--- src/rtl/lfsr_run_ctrl.sv ---
// Command sequencer for the LFSR core: holds seed/taps, loads the core and
// steps it for a commanded count or until STOP, then reports state and count.
module lfsr_run_ctrl #(
    parameter int              WIDTH    = 16,
    parameter int              CNT_W    = 16,
    parameter logic [WIDTH-1:0] SEED_RST = 16'h0001,
    parameter logic [WIDTH-1:0] TAPS_RST = 16'hB400,
    localparam int             DATA_W   = (WIDTH > CNT_W) ? WIDTH : CNT_W
) (
    input  logic              wb_clk_i,
    input  logic              wb_rst_i,
    input  logic              cmd_valid,
    output logic              cmd_ready,
    input  logic [1:0]        cmd_op,
    input  logic [DATA_W-1:0] cmd_data,
    input  logic [WIDTH-1:0]  lfsr_state,
    output logic              lfsr_load,
    output logic              lfsr_en,
    output logic [WIDTH-1:0]  lfsr_seed,
    output logic [WIDTH-1:0]  lfsr_taps,
    output logic              busy_o,
    output logic              done_o,
    output logic [WIDTH-1:0]  result_o,
    output logic [CNT_W-1:0]  steps_o,
    output logic              err_o,
    output logic [1:0]        err_code
);
    localparam logic [1:0] OP_LOAD_SEED = 2'd0;
    localparam logic [1:0] OP_LOAD_TAPS = 2'd1;
    localparam logic [1:0] OP_RUN       = 2'd2;
    localparam logic [1:0] OP_STOP      = 2'd3;

    typedef enum logic [1:0] {S_IDLE, S_RUN, S_DONE} state_t;

    state_t           state_reg, state_next;
    logic [WIDTH-1:0] seed_reg, seed_next;
    logic [WIDTH-1:0] taps_reg, taps_next;
    logic [CNT_W-1:0] cnt_reg, cnt_next;
    logic [CNT_W-1:0] steps_reg, steps_next;
    logic [WIDTH-1:0] result_reg, result_next;
    logic [CNT_W-1:0] steps_out_reg, steps_out_next;
    logic [1:0]       err_code_reg, err_code_next;
    logic             err_reg, err_next;
    logic             load_reg, load_next;
    logic             accept;
    logic [WIDTH-1:0] cmd_word;
    logic [CNT_W-1:0] cmd_count;

    assign cmd_ready = wb_rst_i && (state_reg != S_DONE);
    assign accept    = cmd_valid && cmd_ready;
    assign cmd_word  = cmd_data[WIDTH-1:0];
    assign cmd_count = cmd_data[CNT_W-1:0];

    always_ff @(posedge wb_clk_i) begin
        if (!wb_rst_i) begin
            state_reg     <= S_IDLE;
            seed_reg      <= SEED_RST;
            taps_reg      <= TAPS_RST;
            cnt_reg       <= '0;
            steps_reg     <= '0;
            result_reg    <= '0;
            steps_out_reg <= '0;
            err_code_reg  <= 2'd0;
            err_reg       <= 1'b0;
            load_reg      <= 1'b0;
        end else begin
            state_reg     <= state_next;
            seed_reg      <= seed_next;
            taps_reg      <= taps_next;
            cnt_reg       <= cnt_next;
            steps_reg     <= steps_next;
            result_reg    <= result_next;
            steps_out_reg <= steps_out_next;
            err_code_reg  <= err_code_next;
            err_reg       <= err_next;
            load_reg      <= load_next;
        end
    end

    always_comb begin
        state_next     = state_reg;
        seed_next      = seed_reg;
        taps_next      = taps_reg;
        cnt_next       = cnt_reg;
        steps_next     = steps_reg;
        result_next    = result_reg;
        steps_out_next = steps_out_reg;
        err_code_next  = err_code_reg;
        err_next       = 1'b0;
        load_next      = 1'b0;
        lfsr_en        = 1'b0;
        case (state_reg)
            S_IDLE: begin
                if (accept) begin
                    case (cmd_op)
                        OP_LOAD_SEED: begin
                            if (cmd_word != '0) begin
                                seed_next = cmd_word;
                                load_next = 1'b1;
                            end else begin
                                err_next      = 1'b1;
                                err_code_next = 2'd1;
                            end
                        end
                        OP_LOAD_TAPS: begin
                            if (cmd_word != '0) begin
                                taps_next = cmd_word;
                            end else begin
                                err_next      = 1'b1;
                                err_code_next = 2'd1;
                            end
                        end
                        OP_RUN: begin
                            cnt_next   = cmd_count;
                            steps_next = '0;
                            state_next = (cmd_count == '0) ? S_DONE : S_RUN;
                        end
                        default: ;
                    endcase
                end
            end
            S_RUN: begin
                // An all-zero state can never leave zero, so abort instead of stepping.
                if (lfsr_state == '0) begin
                    err_next      = 1'b1;
                    err_code_next = 2'd3;
                    state_next    = S_DONE;
                end else begin
                    lfsr_en    = 1'b1;
                    cnt_next   = cnt_reg - CNT_W'(1);
                    steps_next = steps_reg + CNT_W'(1);
                    if (cnt_reg == CNT_W'(1) || (accept && cmd_op == OP_STOP))
                        state_next = S_DONE;
                    if (accept && cmd_op != OP_STOP) begin
                        err_next      = 1'b1;
                        err_code_next = 2'd2;
                    end
                end
            end
            S_DONE: begin
                result_next    = lfsr_state;
                steps_out_next = steps_reg;
                state_next     = S_IDLE;
            end
            default: state_next = S_IDLE;
        endcase
    end

    assign lfsr_load = load_reg;
    assign lfsr_seed = seed_reg;
    assign lfsr_taps = taps_reg;
    assign busy_o    = (state_reg == S_RUN) || (state_reg == S_DONE);
    assign done_o    = (state_reg == S_DONE);
    assign result_o  = result_reg;
    assign steps_o   = steps_out_reg;
    assign err_o     = err_reg;
    assign err_code  = err_code_reg;
endmodule

--- config.mk ---
export PLATFORM = sky130hd
export DESIGN_NAME = lfsr_run_ctrl
export DESIGN_NICKNAME = d
export VERILOG_FILES = /design/src/rtl/lfsr_run_ctrl.sv
export SDC_FILE = /design/constraint.sdc
export NUM_CORES = 1
export LEC_CHECK = 0
export CORE_AREA = 2 2 148 150
export CTS_CLUSTER_SIZE = 40
export DETAILED_ROUTE_END_ITERATION = 8
export DIE_AREA = 0 0 150 152
export RECOVER_POWER = 100
export SYNTH_ARGS = -nofsm -noshare
export SYNTH_HDL_FRONTEND = slang
export SYNTH_SLANG_ARGS = --single-unit
--- constraint.sdc ---
create_clock -name wb_clk_i -period 5.2 [get_ports wb_clk_i]
set_clock_uncertainty 0.05 [all_clocks]
set_input_delay 1.3 -clock wb_clk_i [delete_from_list [all_inputs] [get_ports wb_clk_i]]
set_output_delay 1.3 -clock wb_clk_i [all_outputs]
set_load 0.005 [all_outputs]
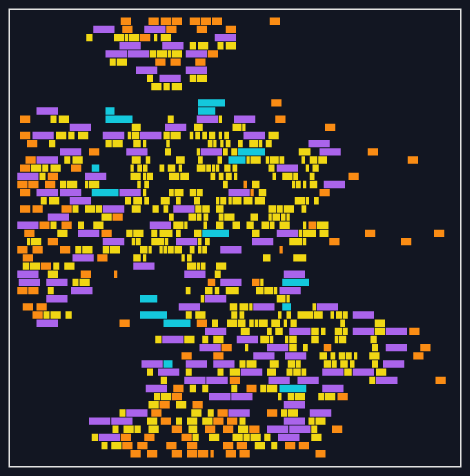
Fig. 1. Cell classes on the final placement.
Drawn at 3 px/µm.
[other buffers and delay cells] orange | cells: 116 | share of their area: 19%
[combinational and other logic] yellow | cells: 374 | share of their area: 43%
[flops] purple | cells: 102 | share of their area: 34%
[clock drivers and dummy loads] cyan | cells: 16 | share of their area: 5.1%
Core Util, Final: 29.9%
num rows: 54
Final Cell Area: 0.00639 mm²
sequential share of cell area: 31.9%

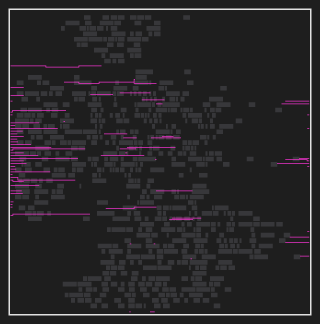
Fig. 2. Metal 3.
Drawn at 2 px/µm.
wire length on this layer: 757 µm
main direction: horizontal
nets with wire on the layer: 61
share of all routed wire: 5.7%
longest straight run: 38.4 µm
Total Wirelength: 13300 µm
vias: 4013

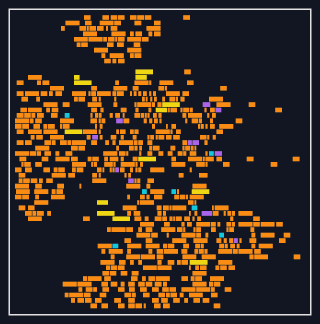
Fig. 3. Cell sizes after repair.
Drawn at 2 px/µm.
[_0 and _1 cells] orange | cells: 577
[_3 and _4 cells] cyan | cells: 7
[_2 cells] purple | cells: 11
[_6 and larger] yellow | cells: 13
setup ws final: 0.695 ns
Area growth syn-to-layout: 33.9%
Buffers excl. clock: 116

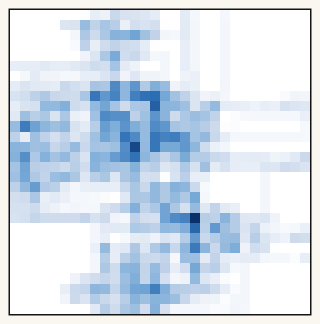
Fig. 4. Signal metal coverage by tile.
Drawn at 2 px/µm. The die is cut into 30 by 30 equal tiles; white is low, dark blue is high, scaled to the fullest tile. Values are wire area over tile area, all layers added.
tiles over half the peak: 6.2%
mean over tiles: 0.092
nearly empty tiles: 32%
densest ninth of the die: middle
emptiest ninth of the die: top right
fullest tile: 0.53
global-route usage over all layers: 11.9%
DR WL/cell: 15.0 µm

==> Changelog: implementation <==
## Flow update

* Setup violators final at 0
* Netlist cell types at roughly 55
* Crit path launch: lfsr_state[0]
* Worst skew pair latency at around 0.36 ns
* Multi-input logic area at 0.00253 mm²
* Worst endpoint data arrival time at 3.16 ns
* Met3 wire length at between 700 and 800 µm
* Layout Nets at ~650
* Ys cells at 511
* Sequential cells at just over 100
* Hold EP: lfsr_taps[15]
* MUX area fraction at 14.9%
* Int Power at 1.33 mW
* Port bufs at 108
* Routed Antenna Nets at 0
* Tool Warnings at 29
* Core Area at 0.0214 mm²
* Mean Syn Cell Area at 9.34 µm²
* Logic Gate Count at 362
* Switching share of total power at a little under 30%
* Busiest grt layer: met2
* Final min period at 4.51 ns
* Comb area share at between 30% and 40%
* Synth area leader: dfxtp_1
* Cts bufs inserted at 9
* Pre-Place Util at 22.4%
* Maxcap violations at 1
* First-pass DRT Iterations at 4
* Min Hold Slack at 0.422 ns
* Cells after Synth at 511
* Synth Area in XOR/XNOR at approximately 1.3%
* Failing checks: capacitance limit, slew limit
* Top cell category: logic gates
* Capturing point of the worst reg2reg path: lfsr_seed[0]
* Antenna Cells at 0
* CP max FO at 2
* Power per cell area at 297 mW/mm²
* Met2 wire length at 5740 µm
* Non-CTS inverters at 12
* Largest net degree at the start of global routing at 48
* Critical path class: in2out
* Sum of negative setup slack at 0 ns
* Pwr Total at between 1.5 and 2 mW
* Fmax achieved at 222 MHz
* Clock buffers at 9
* Worst slew margin at -27.6%
* Die Size at 0.0228 mm²
* Slew Viols, Final at around 48
* Worst R2R Path Depth at 8
* Status: finished, violations left
metrics by stage:
step / utilization, % / instances / setup slack [ns]
after floorplan: - / 511 / 1.54
after global placement: 28.6 / 872 / 0.782
after detailed placement: 28.6 / 872 / 0.782
after CTS: 30.1 / 888 / 0.785
after global routing: 29.9 / 888 / 0.409
final: 29.9 / 888 / 0.695
power by group through the flow:
stage	combinational (mW)	clock, mW	sequential [mW]
floorplan	0.239	0	0.854
global placement	0.388	0	0.859
detailed placement	0.387	0	0.858
CTS	0.389	0.710	0.841
global route	0.411	0.740	0.845
finish	0.374	0.683	0.839
critical path, cell delays in order:
cell             delay, ns
clkdlybuf4s50_1       0.42
nor4_1                0.34
and4_1                0.35
nor2_1                0.12
dlygate4sd3_1         0.63
Power figures rest on the tool's default switching activity, not on a simulated workload.
